**Run 1: cell classes on the final placement**

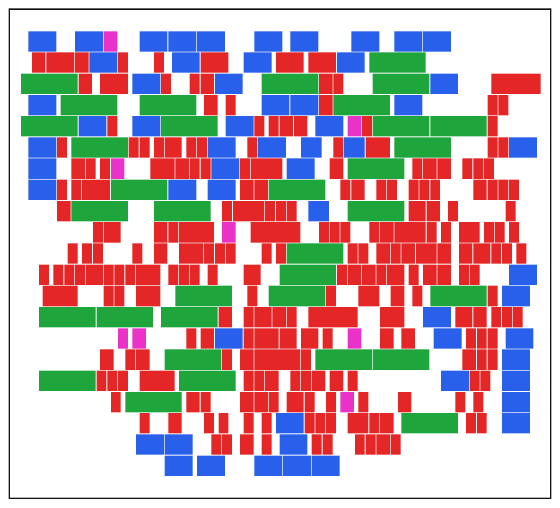
**Run 1: clock distribution**

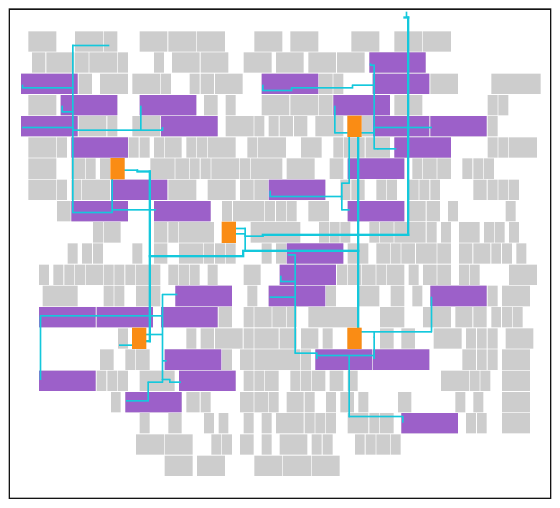
**Run 1: the clock network**

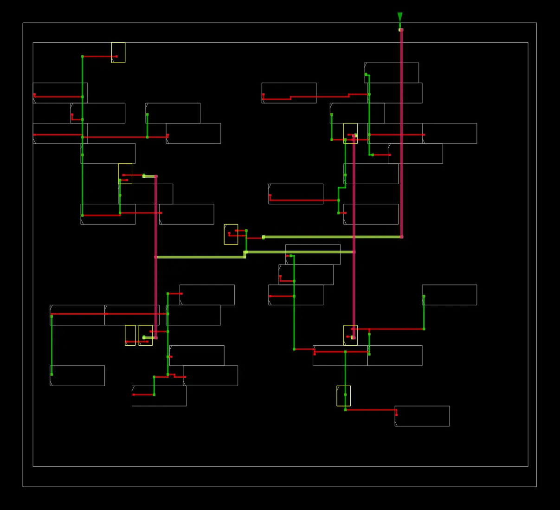
**config.mk**
```make
export PLATFORM = sky130hd
export DESIGN_NAME = rs485_poll_scheduler_flat
export DESIGN_NICKNAME = d
export VERILOG_FILES = /design/src/rtl/rs485_poll_scheduler_if.sv /design/src/rtl/rs485_poll_scheduler.sv /design/src/flat_wrapper.sv
export SDC_FILE = /design/constraint.sdc
export NUM_CORES = 1
export LEC_CHECK = 0
export ABC_AREA = 1
export CAP_MARGIN = 10
export CORE_ASPECT_RATIO = 0.9
export CORE_UTILIZATION = 47
export CTS_BUF_LIST = sky130_fd_sc_hd__clkbuf_2
export DETAILED_ROUTE_END_ITERATION = 8
export PLACE_DENSITY = 0.84
export SKIP_CTS_REPAIR_TIMING = 1
export SLEW_MARGIN = 15
export SYNTH_ARGS = -nofsm -noshare
export SYNTH_HDL_FRONTEND = slang
export SYNTH_SLANG_ARGS = --single-unit
```
**constraint.sdc**
```tcl
create_clock -name clk -period 2.5 [get_ports clk]
set_input_delay 0.375 -clock clk [delete_from_list [all_inputs] [get_ports clk]]
set_output_delay 0.375 -clock clk [all_outputs]
set_load 0.03 [all_outputs]
```
**src/rtl/rs485_poll_scheduler_if.sv**
```systemverilog
// Bus bundle between the poll scheduler, the UART receiver/serializer and the two packet sources.
// The master modport is the scheduler side; the slave modport is its environment.
interface rs485_poll_scheduler_if;
    logic [7:0] rx_byte;
    logic       rx_valid;
    logic [7:0] src_data0;
    logic [7:0] src_data1;
    logic [1:0] src_valid;
    logic [1:0] src_last;
    logic [1:0] src_ready;
    logic       tx_start;
    logic [7:0] tx_byte;
    logic       tx_done;
    logic       de;

    modport master (
        input  rx_byte,
        input  rx_valid,
        input  src_data0,
        input  src_data1,
        input  src_valid,
        input  src_last,
        input  tx_done,
        output src_ready,
        output tx_start,
        output tx_byte,
        output de
    );

    modport slave (
        output rx_byte,
        output rx_valid,
        output src_data0,
        output src_data1,
        output src_valid,
        output src_last,
        output tx_done,
        input  src_ready,
        input  tx_start,
        input  tx_byte,
        input  de
    );
endinterface

```
**src/rtl/rs485_poll_scheduler.sv**
```systemverilog
// Half-duplex RS485 poll responder: round-robin grant of one of two packet sources per poll,
// byte streaming into the serializer, and driver-enable with lead/lag turnaround guard.
module rs485_poll_scheduler #(
    parameter logic [7:0]  POLL_CMD  = 8'h01,
    parameter logic [7:0]  NAK_BYTE  = 8'h15,
    parameter int unsigned GUARD_CYC = 2,
    parameter int unsigned MAX_BYTES = 16
) (
    input  logic                          clk,
    input  logic                          rst,
    rs485_poll_scheduler_if.master        bus,
    output logic [1:0]                    grant,
    output logic                          busy,
    output logic                          overlen,
    output logic [7:0]                    poll_drop
);

    localparam int unsigned GW = (GUARD_CYC > 1) ? $clog2(GUARD_CYC) : 1;
    localparam int unsigned CW = $clog2(MAX_BYTES + 1);
    localparam logic [GW-1:0] GuardEnd = GW'(GUARD_CYC - 1);
    localparam logic [CW-1:0] CntEnd   = CW'(MAX_BYTES - 1);

    localparam logic [2:0] StIdle   = 3'd0;
    localparam logic [2:0] StLead   = 3'd1;
    localparam logic [2:0] StLoad   = 3'd2;
    localparam logic [2:0] StWaitTx = 3'd3;
    localparam logic [2:0] StLag    = 3'd4;

    logic [2:0]    state_q, state_d;
    logic [GW-1:0] guard_q, guard_d;
    logic [CW-1:0] cnt_q, cnt_d;
    logic          last_q, last_d;
    logic          rr_q, rr_d;
    logic [1:0]    grant_q, grant_d;
    logic          tx_start_q, tx_start_d;
    logic [1:0]    src_ready_q, src_ready_d;
    logic [7:0]    tx_byte_q, tx_byte_d;
    logic          overlen_q, overlen_d;
    logic [7:0]    poll_drop_q, poll_drop_d;
    logic          de_q, de_d;
    logic          busy_q, busy_d;

    logic          poll_hit;
    logic          try_load;
    logic          sel_valid;
    logic [7:0]    sel_data;
    logic          sel_last;
    logic          cap_hit;

    always_comb begin
        state_d     = state_q;
        guard_d     = guard_q;
        cnt_d       = cnt_q;
        last_d      = last_q;
        rr_d        = rr_q;
        grant_d     = grant_q;
        tx_start_d  = 1'b0;
        src_ready_d = 2'b00;
        tx_byte_d   = tx_byte_q;
        overlen_d   = overlen_q;
        poll_drop_d = poll_drop_q;
        try_load    = 1'b0;

        poll_hit  = bus.rx_valid && (bus.rx_byte == POLL_CMD);
        sel_valid = |(grant_q & bus.src_valid);
        sel_data  = grant_q[1] ? bus.src_data1 : bus.src_data0;
        sel_last  = grant_q[1] ? bus.src_last[1] : bus.src_last[0];
        cap_hit   = (cnt_q == CntEnd);

        case (state_q)
            StIdle: begin
                if (poll_hit) begin
                    // rr_q names the source granted most recently; the other one wins a tie.
                    case (bus.src_valid)
                        2'b01: begin
                            grant_d = 2'b01;
                            rr_d    = 1'b0;
                        end
                        2'b10: begin
                            grant_d = 2'b10;
                            rr_d    = 1'b1;
                        end
                        2'b11: begin
                            grant_d = rr_q ? 2'b01 : 2'b10;
                            rr_d    = ~rr_q;
                        end
                        default: grant_d = 2'b00;
                    endcase
                    state_d = StLead;
                    guard_d = '0;
                    cnt_d   = '0;
                end
            end
            StLead: begin
                // The last lead cycle already evaluates the first byte so that the registered
                // tx_start lands exactly GUARD_CYC cycles after de rises.
                if (guard_q == GuardEnd) begin
                    try_load = 1'b1;
                end else begin
                    guard_d = guard_q + GW'(1);
                end
            end
            StLoad: begin
                try_load = 1'b1;
            end
            StWaitTx: begin
                if (bus.tx_done) begin
                    if (last_q) begin
                        state_d = StLag;
                        guard_d = '0;
                    end else begin
                        try_load = 1'b1;
                    end
                end
            end
            StLag: begin
                if (guard_q == GuardEnd) begin
                    state_d = StIdle;
                    grant_d = 2'b00;
                end else begin
                    guard_d = guard_q + GW'(1);
                end
            end
            default: begin
                state_d = StIdle;
                grant_d = 2'b00;
            end
        endcase

        if (try_load) begin
            if (grant_q == 2'b00) begin
                tx_start_d = 1'b1;
                tx_byte_d  = NAK_BYTE;
                last_d     = 1'b1;
                state_d    = StWaitTx;
            end else if (sel_valid) begin
                tx_start_d  = 1'b1;
                src_ready_d = grant_q;
                tx_byte_d   = sel_data;
                last_d      = sel_last || cap_hit;
                cnt_d       = cnt_q + CW'(1);
                state_d     = StWaitTx;
                if (cap_hit && !sel_last) begin
                    overlen_d = 1'b1;
                end
            end else begin
                state_d = StLoad;
            end
        end

        if ((state_q != StIdle) && poll_hit && (poll_drop_q != 8'hff)) begin
            poll_drop_d = poll_drop_q + 8'd1;
        end

        de_d   = (state_d != StIdle);
        busy_d = (state_d != StIdle);
    end

    always_ff @(posedge clk) begin
        if (rst) begin
            state_q     <= StIdle;
            guard_q     <= '0;
            cnt_q       <= '0;
            last_q      <= 1'b0;
            rr_q        <= 1'b1;
            grant_q     <= 2'b00;
            tx_start_q  <= 1'b0;
            src_ready_q <= 2'b00;
            tx_byte_q   <= 8'h00;
            overlen_q   <= 1'b0;
            poll_drop_q <= 8'h00;
            de_q        <= 1'b0;
            busy_q      <= 1'b0;
        end else begin
            state_q     <= state_d;
            guard_q     <= guard_d;
            cnt_q       <= cnt_d;
            last_q      <= last_d;
            rr_q        <= rr_d;
            grant_q     <= grant_d;
            tx_start_q  <= tx_start_d;
            src_ready_q <= src_ready_d;
            tx_byte_q   <= tx_byte_d;
            overlen_q   <= overlen_d;
            poll_drop_q <= poll_drop_d;
            de_q        <= de_d;
            busy_q      <= busy_d;
        end
    end

    assign bus.tx_start  = tx_start_q;
    assign bus.src_ready = src_ready_q;
    assign bus.tx_byte   = tx_byte_q;
    assign bus.de        = de_q;
    assign grant         = grant_q;
    assign busy          = busy_q;
    assign overlen       = overlen_q;
    assign poll_drop     = poll_drop_q;

endmodule
```
**src/flat_wrapper.sv**
```systemverilog
// flat-port wrapper written by rule: the top's interface ports become plain ports
module rs485_poll_scheduler_flat 
#(
    parameter logic [7:0]  POLL_CMD  = 8'h01,
    parameter logic [7:0]  NAK_BYTE  = 8'h15,
    parameter int unsigned GUARD_CYC = 2,
    parameter int unsigned MAX_BYTES = 16
)
  (clk, rst, grant, busy, overlen, poll_drop, bus_rx_byte, bus_rx_valid, bus_src_data0, bus_src_data1, bus_src_valid, bus_src_last, bus_tx_done, bus_src_ready, bus_tx_start, bus_tx_byte, bus_de);
  rs485_poll_scheduler_if bus_i ();
  input  logic clk;
  input  logic rst;
  output logic [1:0] grant;
  output logic busy;
  output logic overlen;
  output logic [7:0] poll_drop;
  input wire logic [$bits(bus_i.rx_byte)-1:0] bus_rx_byte;
  input wire logic [$bits(bus_i.rx_valid)-1:0] bus_rx_valid;
  input wire logic [$bits(bus_i.src_data0)-1:0] bus_src_data0;
  input wire logic [$bits(bus_i.src_data1)-1:0] bus_src_data1;
  input wire logic [$bits(bus_i.src_valid)-1:0] bus_src_valid;
  input wire logic [$bits(bus_i.src_last)-1:0] bus_src_last;
  input wire logic [$bits(bus_i.tx_done)-1:0] bus_tx_done;
  output wire logic [$bits(bus_i.src_ready)-1:0] bus_src_ready;
  output wire logic [$bits(bus_i.tx_start)-1:0] bus_tx_start;
  output wire logic [$bits(bus_i.tx_byte)-1:0] bus_tx_byte;
  output wire logic [$bits(bus_i.de)-1:0] bus_de;
  assign bus_i.rx_byte = bus_rx_byte;
  assign bus_i.rx_valid = bus_rx_valid;
  assign bus_i.src_data0 = bus_src_data0;
  assign bus_i.src_data1 = bus_src_data1;
  assign bus_i.src_valid = bus_src_valid;
  assign bus_i.src_last = bus_src_last;
  assign bus_i.tx_done = bus_tx_done;
  assign bus_src_ready = bus_i.src_ready;
  assign bus_tx_start = bus_i.tx_start;
  assign bus_tx_byte = bus_i.tx_byte;
  assign bus_de = bus_i.de;
  rs485_poll_scheduler #(.POLL_CMD(POLL_CMD), .NAK_BYTE(NAK_BYTE), .GUARD_CYC(GUARD_CYC), .MAX_BYTES(MAX_BYTES)) u_core (.clk(clk), .rst(rst), .bus(bus_i), .grant(grant), .busy(busy), .overlen(overlen), .poll_drop(poll_drop));
endmodule
```
==> summary.txt, run 1 <==
impl run done, here's what came out: status completed, Max Root-Sink Buffers 2, CP top delay family buffers and inverters, DRT Pass-1 Iters 4, worst-case hold slack 491 ps, Setup WS pre-CTS 577 ps, crit path buf inv count 2, DRT iter0 DRCs ~97, sequential power share 0.429, nature of the critical path startpoint register, die height between 60 and 70 µm, number of fillers in the final layout around 350, Slowest Stage Delay on Critical Path roughly 700 ps, RSZ-0062 raised after global routing no, post-route setup TNS 0 ps, Rows 21, Chip Area, Yosys around 1900 µm², Cell area leaders dfxtp_1 (36%), nand2_1 (15%), inv_1 (6.7%), final WL 4560 µm, Peak VDD IR around 0.39 mV, Period minus WS final 2060 ps, Nets ~380, sw power 0.626 mW, post-synthesis net count between 300 and 400, vias in the first global route 1759, Gate Count Post-Synth about 280, Final Max-Slew Violation Tally 0, Antenna diodes 0, max_slew headroom 0.657, Fin. Hold Viols 0, HPWL Detailed between 3000 and 4000 µm, Sw Ratio 0.408, pin count of the biggest net entering global routing 16, final core utilization 0.668, share of the synthesized area in the top cell type 0.356, Remaining DRCs 0, Mapped Area about 1900 µm², largest area contributor in the netlist dfxtp_1, CTS sink cnt 34, gpl congestion 0.815, number of max-cap violations 0, LEAKAGE about 1.1 nW, Core Density at Floorplan 0.502, DRT antenna net count 0, Yosys Instances approximately 280, Core Region 3810 µm², Worst-Margin Slew about 500 ps, Int Power 0.910 mW, final period utilization 0.825, Worst Hold Class reg -> reg, CP arrival between 1500 and 2000 ps, Setup Viol. Count Final 0, Crit. End Element output port, critical-path cell list buf_4 > clkdlybuf4s50_1, vias 1950, fraction of layout cells with a size suffix above 1 0.0877, Synth-to-Final Area Change 33.1%, CTS tree yes, IO Count around 56, WL per Instance between 10 and 15 µm, Clock Latency Late Sink roughly 380 ps, overall power about 1.5 mW, power density cells approximately 600 nW/µm², Die Width 69.2 µm, first-pass GRT wire length 7820 µm, Final WS setup about 440 ps, CP Max Fanout 10, initial antenna violation count 0, Overflow after GRT 0, clock root cell clkbuf_2, Synth Area per Inst about 6.8 µm², combinational power share 0.410, critical path type reg -> out, Reg clk slew, reported paths 160 ps, input/output buffers between 50 and 60, Max Clock Freq 485 MHz, Worst path slowest cell clkdlybuf4s50_1, H-Tree Depth 2, worst endpoint required time between 2000 and 2500 ps, vias per cell 5.03, distinct lib cells 27, reg2reg setup slack ~900 ps, Tot GR Track Use 0.225, register area share after synthesis 0.356, Synth Warn # 0, die footprint around 4300 µm², Log Warnings 26, Yosys reg bits 34
Notes on 'cell classes on the final placement' above:
- red: all other logic (cells 242; share of their area 48%)
- blue: other buffers and delay cells (cells 58; share of their area 23%)
- magenta: clock drivers and dummy loads (cells 8; share of their area 1.6%)
- green: flip-flops (cells 34; share of their area 27%)

Notes on 'clock distribution' above:
- orange: cells driving clock nets (count 5)
- purple: flip-flops (count 34)
- cyan: clock wires (length 398 µm)
- routed clock nets: 6
P_clk: 0.247 mW
Clock Skew: 17.1 ps
Clock power frac: 0.161

Notes on 'the clock network' above:
Num CTS Buffers: 5
flop count: 34
clkbuf count: 6

## run 1: kinds of logic (layout without fill, tap and decap cells)
family	count (synthesis)	after routing	synth area share
AND/OR/NAND/NOR	156	156	0.376
AND-OR/OR-AND	36	36	0.113
buffers and inverters	45	105	0.0956
XOR/XNOR	2	2	0.00916
flip-flops	34	34	0.356
multiplexers	6	6	0.0314
adder cells (fa/ha/maj)	3	3	0.0196
## run 1: Yosys cell counts
library cell and count:
nand3_4 3, dfxtp_1 34, o21ai_4 1, o2111ai_1 1, xor2_1 2, buf_4 1, nand2_2 2, nand3_1 25
inv_2 5, nand2_4 2, nand3b_1 2, o21ai_2 2, clkbuf_1 2, inv_1 34, nor2_2 2, a21oi_1 12
ha_1 3, mux2i_1 6, nor2_1 34, nand2_1 77, nor2_4 1, buf_6 1, buf_2 2, nand4_1 8
o211ai_1 2, o21ai_0 16, a21oi_2 2
## run 1: cell usage in the layout (no fill, tap or decap)
| cell | count |
|---|---|
| a21oi_1 | 12 |
| a21oi_2 | 2 |
| buf_4 | 3 |
| clkbuf_2 | 6 |
| clkdlybuf4s50_1 | 55 |
| clkinv_1 | 1 |
| clkinv_2 | 1 |
| dfxtp_1 | 34 |
| ha_1 | 3 |
| inv_1 | 34 |
| inv_2 | 5 |
| mux2i_1 | 6 |
| nand2_1 | 77 |
| nand2_2 | 2 |
| nand2_4 | 2 |
| nand3_1 | 25 |
| nand3_4 | 3 |
| nand3b_1 | 2 |
| nand4_1 | 8 |
| nor2_1 | 34 |
| nor2_2 | 2 |
| nor2_4 | 1 |
| o2111ai_1 | 1 |
| o211ai_1 | 2 |
| o21ai_0 | 16 |
| o21ai_2 | 2 |
| o21ai_4 | 1 |
| xor2_1 | 2 |
## run 1: power groups by stage
stage,Clock (mW),Combinational [mW],Sequential (mW)
2_1_floorplan,0,0.396,0.713
3_3_place_gp,0,0.608,0.667
3_5_place_dp,0,0.627,0.670
4_1_cts,0.253,0.629,0.658
5_1_grt,0.279,0.698,0.668
6_report,0.247,0.630,0.659
## run 1: worst min-delay path, cell delays in order (launching register included)
cell,delay (ps)
dfxtp_1,340
nand4_1,80
nand2_1,50
## run 1: worst paths after layout
kind	startpoint	endpoint	depth (start not counted)
setup / recovery	u_core.grant[1]	grant[1]	2
hold / removal	u_core.cnt_q[4]	u_core.cnt_q[4]	2
setup reg to reg	u_core.poll_drop[0]	u_core.poll_drop[1]	8
hold reg to reg	u_core.cnt_q[4]	u_core.cnt_q[4]	2
## run 1: metrics by stage
stage,cell area (µm²),instances
3_3_place_gp,2510,380
6_report,2540,388
2_1_floorplan,1910,282
4_1_cts,2540,388
3_5_place_dp,2510,380
5_1_grt,2540,388
## run 1: cell type report
type,count,area [µm²],share of cell area
multi-input combinational,203,1050,0.412
sequential,34,681,0.267
timing repair buffer,58,573,0.225
inverter,39,146,0.0575
tap,46,57.6,0.0226
clock buffer,6,30.0,0.0118
clock inverter,2,8.76,0.00344
## run 1: per-layer routing
metal | track usage | vias to the layer above | wire, µm
met5 | 0 | - | 0
li1 | - | 1022 | -
met1 | 0.287 | 873 | 2110
met4 | 0.0944 | 0 | 93
met2 | 0.371 | 45 | 2180
met3 | 0.0419 | 10 | 179
**Run 1: cell sizes after repair**

The bar under the picture is 20 µm long.
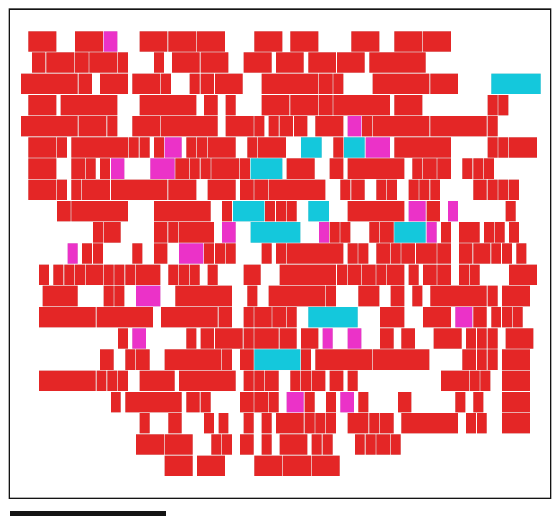

==> inputs of run 2 (changes only) <==
==> constraint.sdc (replaced) <==
create_clock -name clk -period 2 [get_ports clk]
set_input_delay 0.3 -clock clk [delete_from_list [all_inputs] [get_ports clk]]
set_output_delay 0.3 -clock clk [all_outputs]
set_load 0.03 [all_outputs]
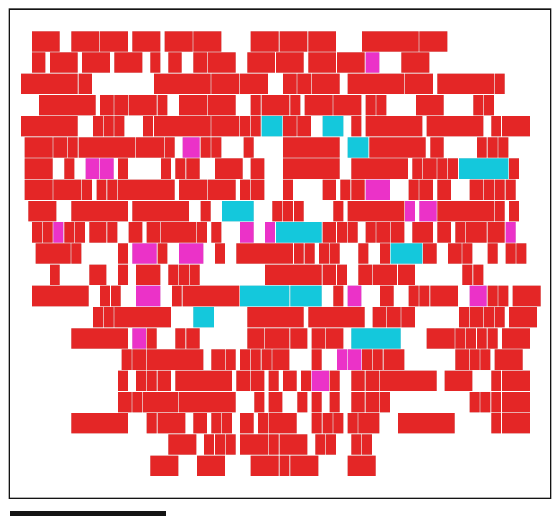
**Above:** run 2 (cell sizes after repair).
The bar under the picture is 20 µm long.
- cyan: drive 3 to 4 (cells 11; most used buf_4)
- magenta: drive 2 (cells 20; most used clkbuf_2)
- red: drive 1 or less (cells 312; most used nand2_1)

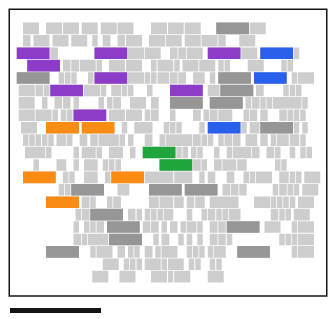
**Above:** run 2 (where the registers sit).
The bar under the picture is 20 µm long.
- orange: u_core.cnt_q (flops 5; where middle left)
- purple: u_core.bus.tx_byte (flops 8)
- blue: u_core.state_q (flops 3)
- green: u_core.grant (flops 2)

==> run 2 against run 1 <==
Net effect:
- clock-buffer cell count stayed put
- cell count is 0.26% higher
- sequential share of layout area is 0.079 points lower
- sequential power is 25% higher
- clock skew is 5.4 ps lower
- worst setup slack worse by 350 ps
- cell area is 0.30% higher
- die size stayed put
- worst hold slack worse by 2.3 ps
- largest cell class unchanged
==> summary.txt, run 2 <==
impl run done, here's what came out: initial antenna violation count 0 (unchanged), vias in the first global route 1690 (-3.9%), most frequent cell after synthesis nand2_1, CTS tree yes, final core utilization 0.670 (+0.00197), largest area contributor in the netlist dfxtp_1, most numerous logic cell after layout nand2_1, Slowest Stage Delay on Critical Path 730 ps (+30 ps), Mapped Area 1910 µm² (unchanged), DRT Pass-1 Iters 4 (unchanged), distinct lib cells 27 (unchanged), Core Region 3810 µm² (unchanged), crit path buf inv count 1 (-1), Core Density at Floorplan 0.502 (unchanged), Fin. Hold Viols 0 (unchanged), Yosys reg bits 34 (unchanged), Finished Cell Area 2550 µm² (+0.30%), overall power 1.92 mW (+25%), Synth Area per Inst 6.78 µm² (unchanged), Antenna diodes 0 (unchanged), Reg2Reg Capture Point u_core.poll_drop[1], worst endpoint required time 1700 ps (-420 ps), die height 62.5 µm (unchanged), Synth Warn # 0 (unchanged), RSZ-0062 raised after global routing no, Peak VDD IR 0.566 mV (+47%), max_slew headroom 0.774 (+0.116), Crit. End Element output port, Worst Hold Class reg -> reg, CP top delay family buffers and inverters, Log Warnings 26 (unchanged), Final Max-Slew Violation Tally 0 (unchanged), vias 1906 (-2.3%), Reg2Reg Depth 8 (unchanged), WL per Instance 11.6 µm (-1.4%), critical-path cell list clkdlybuf4s50_1, post-synthesis async set-or-reset flop share 0 (unchanged), critical path type reg -> out, HPWL Detailed 3410 µm (-4.1%), gpl congestion 0.807 (-0.90%), Remaining DRCs 0 (unchanged), status completed, Worst-Margin Slew 339 ps (-174 ps), Worst path slowest cell clkdlybuf4s50_1, Top Layout Cells nand2_1 (77), clkdlybuf4s50_1 (55), inv_1 (34), nor2_1 (34), dfxtp_1 (34), Final WS setup 84.3 ps (-352 ps), share of the synthesized area in the top cell type 0.356 (unchanged), Nets 377 (+0.27%), Reg clk slew, reported paths 160 ps (about the same), die footprint 4330 µm² (unchanged), CTS sink cnt 34 (unchanged), Chip Area, Yosys 1910 µm² (unchanged), Rows 21 (unchanged), number of enable flip-flop cells 0 (unchanged), reg2reg setup slack 450 ps (-460 ps), Max Root-Sink Buffers 2 (unchanged), CP Max Fanout 8 (-2), Synth-to-Final Area Change 33.5%, final period utilization 0.958, Cell area leaders dfxtp_1 (36%), nand2_1 (15%), inv_1 (6.7%), nature of the critical path startpoint register, post-synthesis net count 317 (unchanged), register area share after synthesis 0.356 (unchanged), top cells by count nand2_1 (77), dfxtp_1 (34), inv_1 (34), nor2_1 (34), nand3_1 (25), post-route setup TNS 0 ps (unchanged), Max Clock Freq approximately 520 MHz, IO Count 56 (unchanged), power density cells 753 nW/µm² (+25%), Period minus WS final around 1900 ps, Worst R2R Start u_core.poll_drop[0], Gate Count Post-Synth 282 (unchanged), first-pass GRT wire length 7620 µm (-2.6%), Tot GR Track Use 0.221 (-0.00400), DRT iter0 DRCs 133 (+37%), pin count of the biggest net entering global routing 12 (-4), Num CTS Buffers 5 (unchanged), CP arrival 1620 ps (-70 ps), input/output buffers 55 (unchanged), Hold Startpoint u_core.bus.tx_byte[0], fraction of layout cells with a size suffix above 1 0.0904 (+0.00266), hold path cells 2 (unchanged), LEAKAGE 1.09 nW (+0.44%), Die Width 69.2 µm (unchanged), Setup Viol. Count Final 0 (unchanged), number of fillers in the final layout 330 (-4.3%), Logic area 1050 µm² (unchanged), Hold Path End u_core.bus.tx_byte[0], Reg area 681 µm² (unchanged)
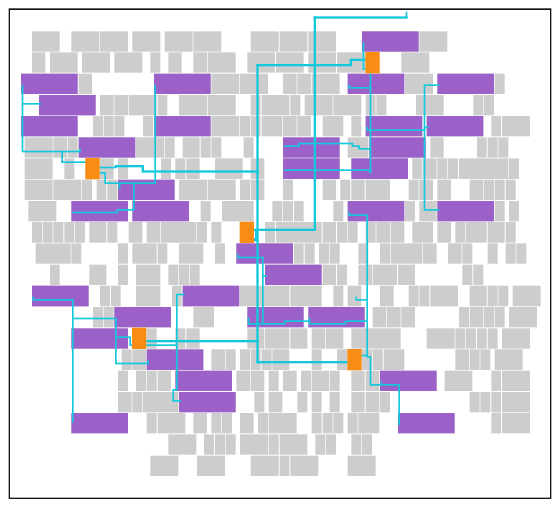
**Above:** run 2 (clock distribution).
- cyan: clock wires (length 415 µm)
- orange: cells driving clock nets (count 5)
- purple: flip-flops (count 34)
- routed clock nets: 6
- flops lie: widely spread
Clock Latency Late Sink: 390 ps
Clock Skew: 11.7 ps
Clock power frac: 0.162
P_clk: 0.312 mW

-- run 2: cell counts after synthesis --
No cell type changed its count.
-- run 2: metrics by stage --
step                      std cells  hold WS (ps)
after floorplan                 282           369
after global placement          381           448
after detailed placement        381           457
after CTS                       389           490
after global routing            389           515
final                           389           488
-- run 2: how the worst max path moves through the flow --
| stage | start | to | slack (ps) | cells after the start |
|---|---|---|---|---|
| after floorplan | u_core.poll_drop[0] | u_core.poll_drop[0] | 400 | 8 |
| after global placement | bus_rx_byte[0] | u_core.cnt_q[3] | 190 | 10 |
| after detailed placement | bus_rx_byte[0] | u_core.cnt_q[2] | 140 | 10 |
| after CTS | u_core.poll_drop[3] | poll_drop[3] | 80 | 1 |
| after global routing | u_core.poll_drop[3] | poll_drop[3] | 30 | 1 |
| final | u_core.poll_drop[3] | poll_drop[3] | 80 | 1 |
-- run 2: cell type report --
type | count | share of cell area
multi-input cells | 203 | 0.411
flip-flops and latches | 34 | 0.267
repair buffers | 59 | 0.227
inverters | 39 | 0.0574
well taps | 46 | 0.0225
clock buffers | 6 | 0.0118
clock inverters | 2 | 0.00343
-- run 2: power breakdown --
| group | internal (mW) | total [mW] | switching (mW) |
|---|---|---|---|
| clock network | 0.0857 | 0.312 | 0.226 |
| registers | 0.753 | 0.823 | 0.0700 |
| logic | 0.300 | 0.788 | 0.488 |
-- run 2: logic make-up (layout without fill, tap and decap cells) --
logic type	Yosys count	count (layout)	share of synthesized area
muxes	6	6	0.0314
DFF	34	34	0.356
and+or+nand+nor	156	156	0.376
AOI/OAI and AO/OA	36	36	0.113
buffers and inverters	45	106	0.0956
xor gates and xnor gates	2	2	0.00916
adders and majority gates	3	3	0.0196
-- run 2: routing by layer --
metal	global-route usage	share of wire	routed length [µm]
met1	0.284	0.48	2160
met2	0.351	0.46	2060
met3	0.0645	0.049	220
met4	0.0791	0.014	65
met5	0	0	0
**Run 2: cell classes on the final placement**

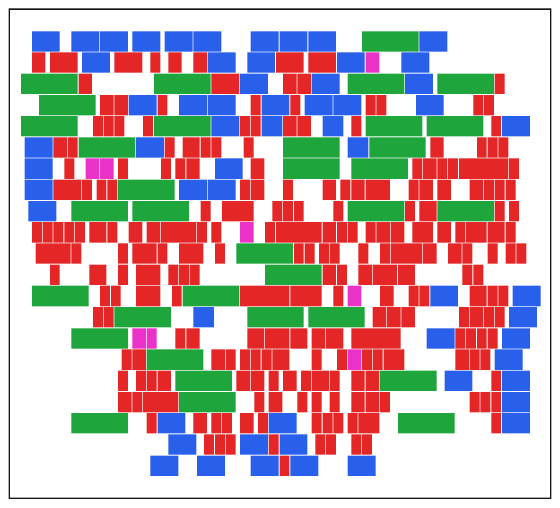

==> inputs of run 3 (changes only) <==
--- a/config.mk
+++ b/config.mk
@@ -7,11 +7,13 @@
 export LEC_CHECK = 0
 export ABC_AREA = 1
 export CAP_MARGIN = 10
+export CELL_PAD_IN_SITES_DETAIL_PLACEMENT = 1
+export CELL_PAD_IN_SITES_GLOBAL_PLACEMENT = 1
 export CORE_ASPECT_RATIO = 0.9
-export CORE_UTILIZATION = 47
+export CORE_UTILIZATION = 30
 export CTS_BUF_LIST = sky130_fd_sc_hd__clkbuf_2
 export DETAILED_ROUTE_END_ITERATION = 8
-export PLACE_DENSITY = 0.84
+export PLACE_DENSITY = 0.82
 export SKIP_CTS_REPAIR_TIMING = 1
 export SLEW_MARGIN = 15
 export SYNTH_ARGS = -nofsm -noshare
==> constraint.sdc (replaced) <==
create_clock -name clk -period 1.6 [get_ports clk]
set_input_delay 0.24 -clock clk [delete_from_list [all_inputs] [get_ports clk]]
set_output_delay 0.24 -clock clk [all_outputs]
set_load 0.03 [all_outputs]
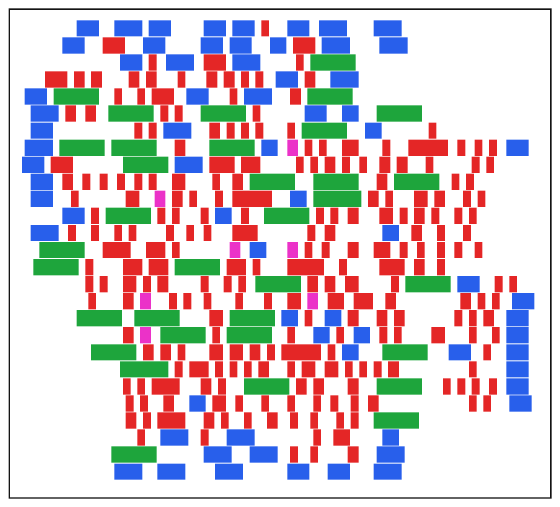
**Above:** run 3 (cell classes on the final placement).
Core Region: 6150 µm²
Rows: 27
Finished Cell Area: 2740 µm²
flop share of the area: 0.250
final core utilization: 0.445

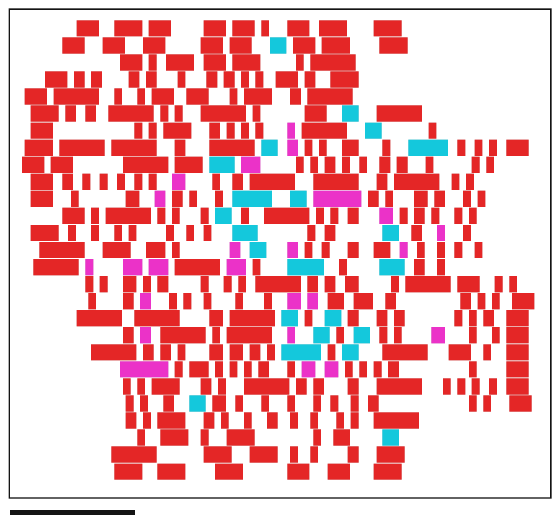
**Above:** run 3 (cell sizes after repair).
The bar under the picture is 20 µm long.
- magenta: drive 2 (cells 24; most used clkbuf_2)
- cyan: drive 3 to 4 (cells 22; most used buf_4)
- red: drive 1 or less (cells 306; most used nand2_1)

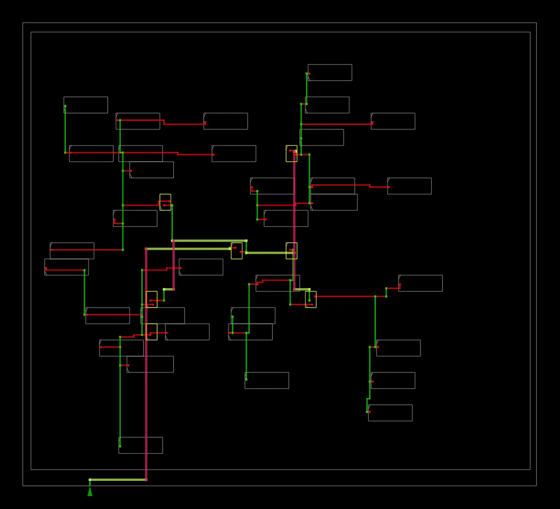
**Above:** run 3 (the clock network).
CTS sink cnt: 34
clkbuf count: 7

==> run 3 against run 2 <==
Net effect:
- cell area is 7.3% higher
- wire length is 20% higher
- highest routed layer unchanged
- via count is 6.4% higher
- cell count is 13% higher
- clock-buffer cell count is 1 higher
- non-clock buffer count is 10 higher
- register-to-register slack worse by 240 ps
- sequential share of layout area is 1.7 points lower
- synthesized area stayed put
==> summary.txt, run 3 <==
impl run done, here's what came out: Final Max-Slew Violation Tally 0 (unchanged), DRT iter0 DRCs 53 (-60%), Peak VDD IR 0.348 mV (-39%), number of enable flip-flop cells 0 (unchanged), combinational power share 0.414 (+0.004), Crit. End Element output port, number of max-cap violations 0, Yosys Instances 282, Reg clk slew, reported paths 170 ps (about the same), Die Width 86.1 µm (+24%), final period utilization 0.892, share of the synthesized area in the top cell type 0.356 (unchanged), vias 2028 (+6.4%), final WL between 5000 and 6000 µm, CP top delay family flip-flops, power density cells 889 nW/µm² (+18%), pin count of the biggest net entering global routing 12 (unchanged), Fin. Hold Viols 0 (unchanged), Remaining DRCs 0 (unchanged), Worst Hold Class reg -> reg, Max Root-Sink Buffers 2 (unchanged), worst endpoint required time 1360 ps (-340 ps), Main synth FF type dfxtp_1, Slowest Stage Delay on Critical Path 490 ps (-240 ps), DRT antenna net count 0, Num CTS Buffers 5 (unchanged), Setup WS pre-CTS -188 ps, Mapped Area 1910 µm² (unchanged), Top Layout Cells nand2_1 (76), inv_1 (34), nor2_1 (33), post-synthesis net count 317 (unchanged), most numerous logic cell after layout nand2_1, crit path buf inv count 1 (unchanged), fraction of layout cells with a size suffix above 1 0.131 (+0.0403), HPWL Detailed 4230 µm (+24%), WL per Instance 12.3 µm (+6.2%), Log Warnings 26 (unchanged), initial antenna violation count 0 (unchanged), IO Count 56 (unchanged), top cells by count nand2_1 (77), dfxtp_1 (34), inv_1 (34), nor2_1 (34), nand3_1 (25), DRT Pass-1 Iters 4 (unchanged), met2 Track Usage GR 0.280 (-0.0706), CP Max Fanout 8 (unchanged), Gate Count Post-Synth 282 (unchanged), input/output buffers 55 (unchanged), Worst-Margin Slew 341 ps (+1.94 ps), Synth-to-Final Area Change 43.2%, vias in the first global route 1980 (+17%), Antenna diodes 0 (unchanged), Max Clock Freq about 700 MHz, vias per cell between 4 and 5, Final WS setup 172 ps (+88.1 ps), Chip Area, Yosys 1910 µm² (unchanged), Worst path slowest cell dfxtp_1, H-Tree Depth 2, Core Density at Floorplan 0.311 (-0.191), Clock power frac 0.160 (-0.002), Overflow after GRT 0, die height 77.7 µm (+24%), Tot GR Track Use 0.168 (-0.0524), overall power 2.43 mW (+27%), nature of the critical path startpoint register, Synth Area per Inst 6.78 µm² (unchanged), post-synthesis async set-or-reset flop share 0 (unchanged), Period minus WS final ~1400 ps, Yosys reg bits 34 (unchanged), Cell area leaders dfxtp_1 (36%), nand2_1 (15%), inv_1 (6.7%), RSZ-0062 raised after global routing no, max_slew headroom 0.772 (-0.00142), clock root cell clkbuf_2, number of fillers in the final layout 815 (+150%), Sw Ratio 0.410 (+0.00201), die footprint 6700 µm² (+55%), most used routing layer met2, gpl congestion 0.784 (-2.9%), Nets 387 (+2.7%), most frequent cell after synthesis nand2_1, largest area contributor in the netlist dfxtp_1, status completed, first-pass GRT wire length 8980 µm (+18%), Synth Warn # 0 (unchanged), GRT met1 Usage 0.221 (-0.0627), sw power 0.997 mW (+27%), sequential power share 0.426 (-0.002), critical-path cell list dlymetal6s2s_1, post-route setup TNS 0 ps (unchanged), Setup Viol. Count Final 0 (unchanged), Int Power 1.44 mW (+26%), CP arrival 1190 ps (-430 ps), met3 GRT Util 0.0234 (-0.0411), CTS tree yes, Clock Latency Late Sink 360 ps (-30 ps), register area share after synthesis 0.356 (unchanged), worst-case hold slack 485 ps (-3.57 ps), LEAKAGE 1.57 nW (+44%), Clock Skew 10.4 ps (-1.25 ps), distinct lib cells 27 (unchanged), critical path type reg -> out
run 3: netlist changes by cell type in the layout (fill, tap and decap cells not counted), sizes merged:
cell	delta
clkbuf	+1
buf	+11
dlymetal6s2s	+23
clkdlybuf4s50	-24
clkinv	-2
run 3: area by class of cell:
type / count / area (µm²) / area share
Clock buffer: 7 / 35.0 / 0.0128
Inverter: 39 / 146 / 0.0535
Multi-Input combinational cell: 203 / 1050 / 0.385
Sequential cell: 34 / 683 / 0.250
Tap cell: 87 / 109 / 0.0398
Timing Repair Buffer: 69 / 711 / 0.260
run 3: cell families (layout without fill, tap and decap cells):
kind of cell             count (synthesis)  count (layout)  share of synthesized area
XOR/XNOR                                 2               2                    0.00916
multiplexers                             6               6                     0.0314
AND/OR/NAND/NOR                        156             156                      0.376
buffers and inverters                   45             115                     0.0956
flip-flops                              34              34                      0.356
adder cells (fa/ha/maj)                  3               3                     0.0196
AND-OR/OR-AND                           36              36                      0.113
run 3: final timing paths:
check | from | slack, ps | to | depth (start not counted)
hold / removal | u_core.bus.tx_byte[0] | 480 | u_core.bus.tx_byte[0] | 2
hold reg to reg | u_core.bus.tx_byte[0] | 480 | u_core.bus.tx_byte[0] | 2
setup reg to reg | u_core.poll_drop[3] | 210 | u_core.poll_drop[0] | 7
setup / recovery | u_core.poll_drop[3] | 170 | poll_drop[3] | 1
run 3: metal layers:
metal / wire (µm) / part of all wire / vias up
li1: - / - / 1045
met1: 2560 / 0.47 / 947
met2: 2630 / 0.49 / 29
met3: 140 / 0.026 / 7
met4: 70 / 0.013 / 0
met5: 0 / 0 / -
run 3: power groups by stage:
stage               Combinational (mW)  Sequential (mW)  Clock (mW)
floorplan                        0.619             1.11           0
global placement                 0.985             1.05           0
detailed placement                1.01             1.06           0
CTS                               1.02             1.04       0.404
global route                      1.13             1.05       0.437
finish                            1.01             1.04       0.390
run 3: per-stage QoR:
step | utilization | instances | cell area (µm²)
after floorplan | - | 282 | 1910
after global placement | 0.429 | 432 | 2640
after detailed placement | 0.429 | 432 | 2640
after CTS | 0.435 | 439 | 2670
after global routing | 0.445 | 439 | 2740
final | 0.445 | 439 | 2740
Power is estimated from default activity; no workload was simulated.
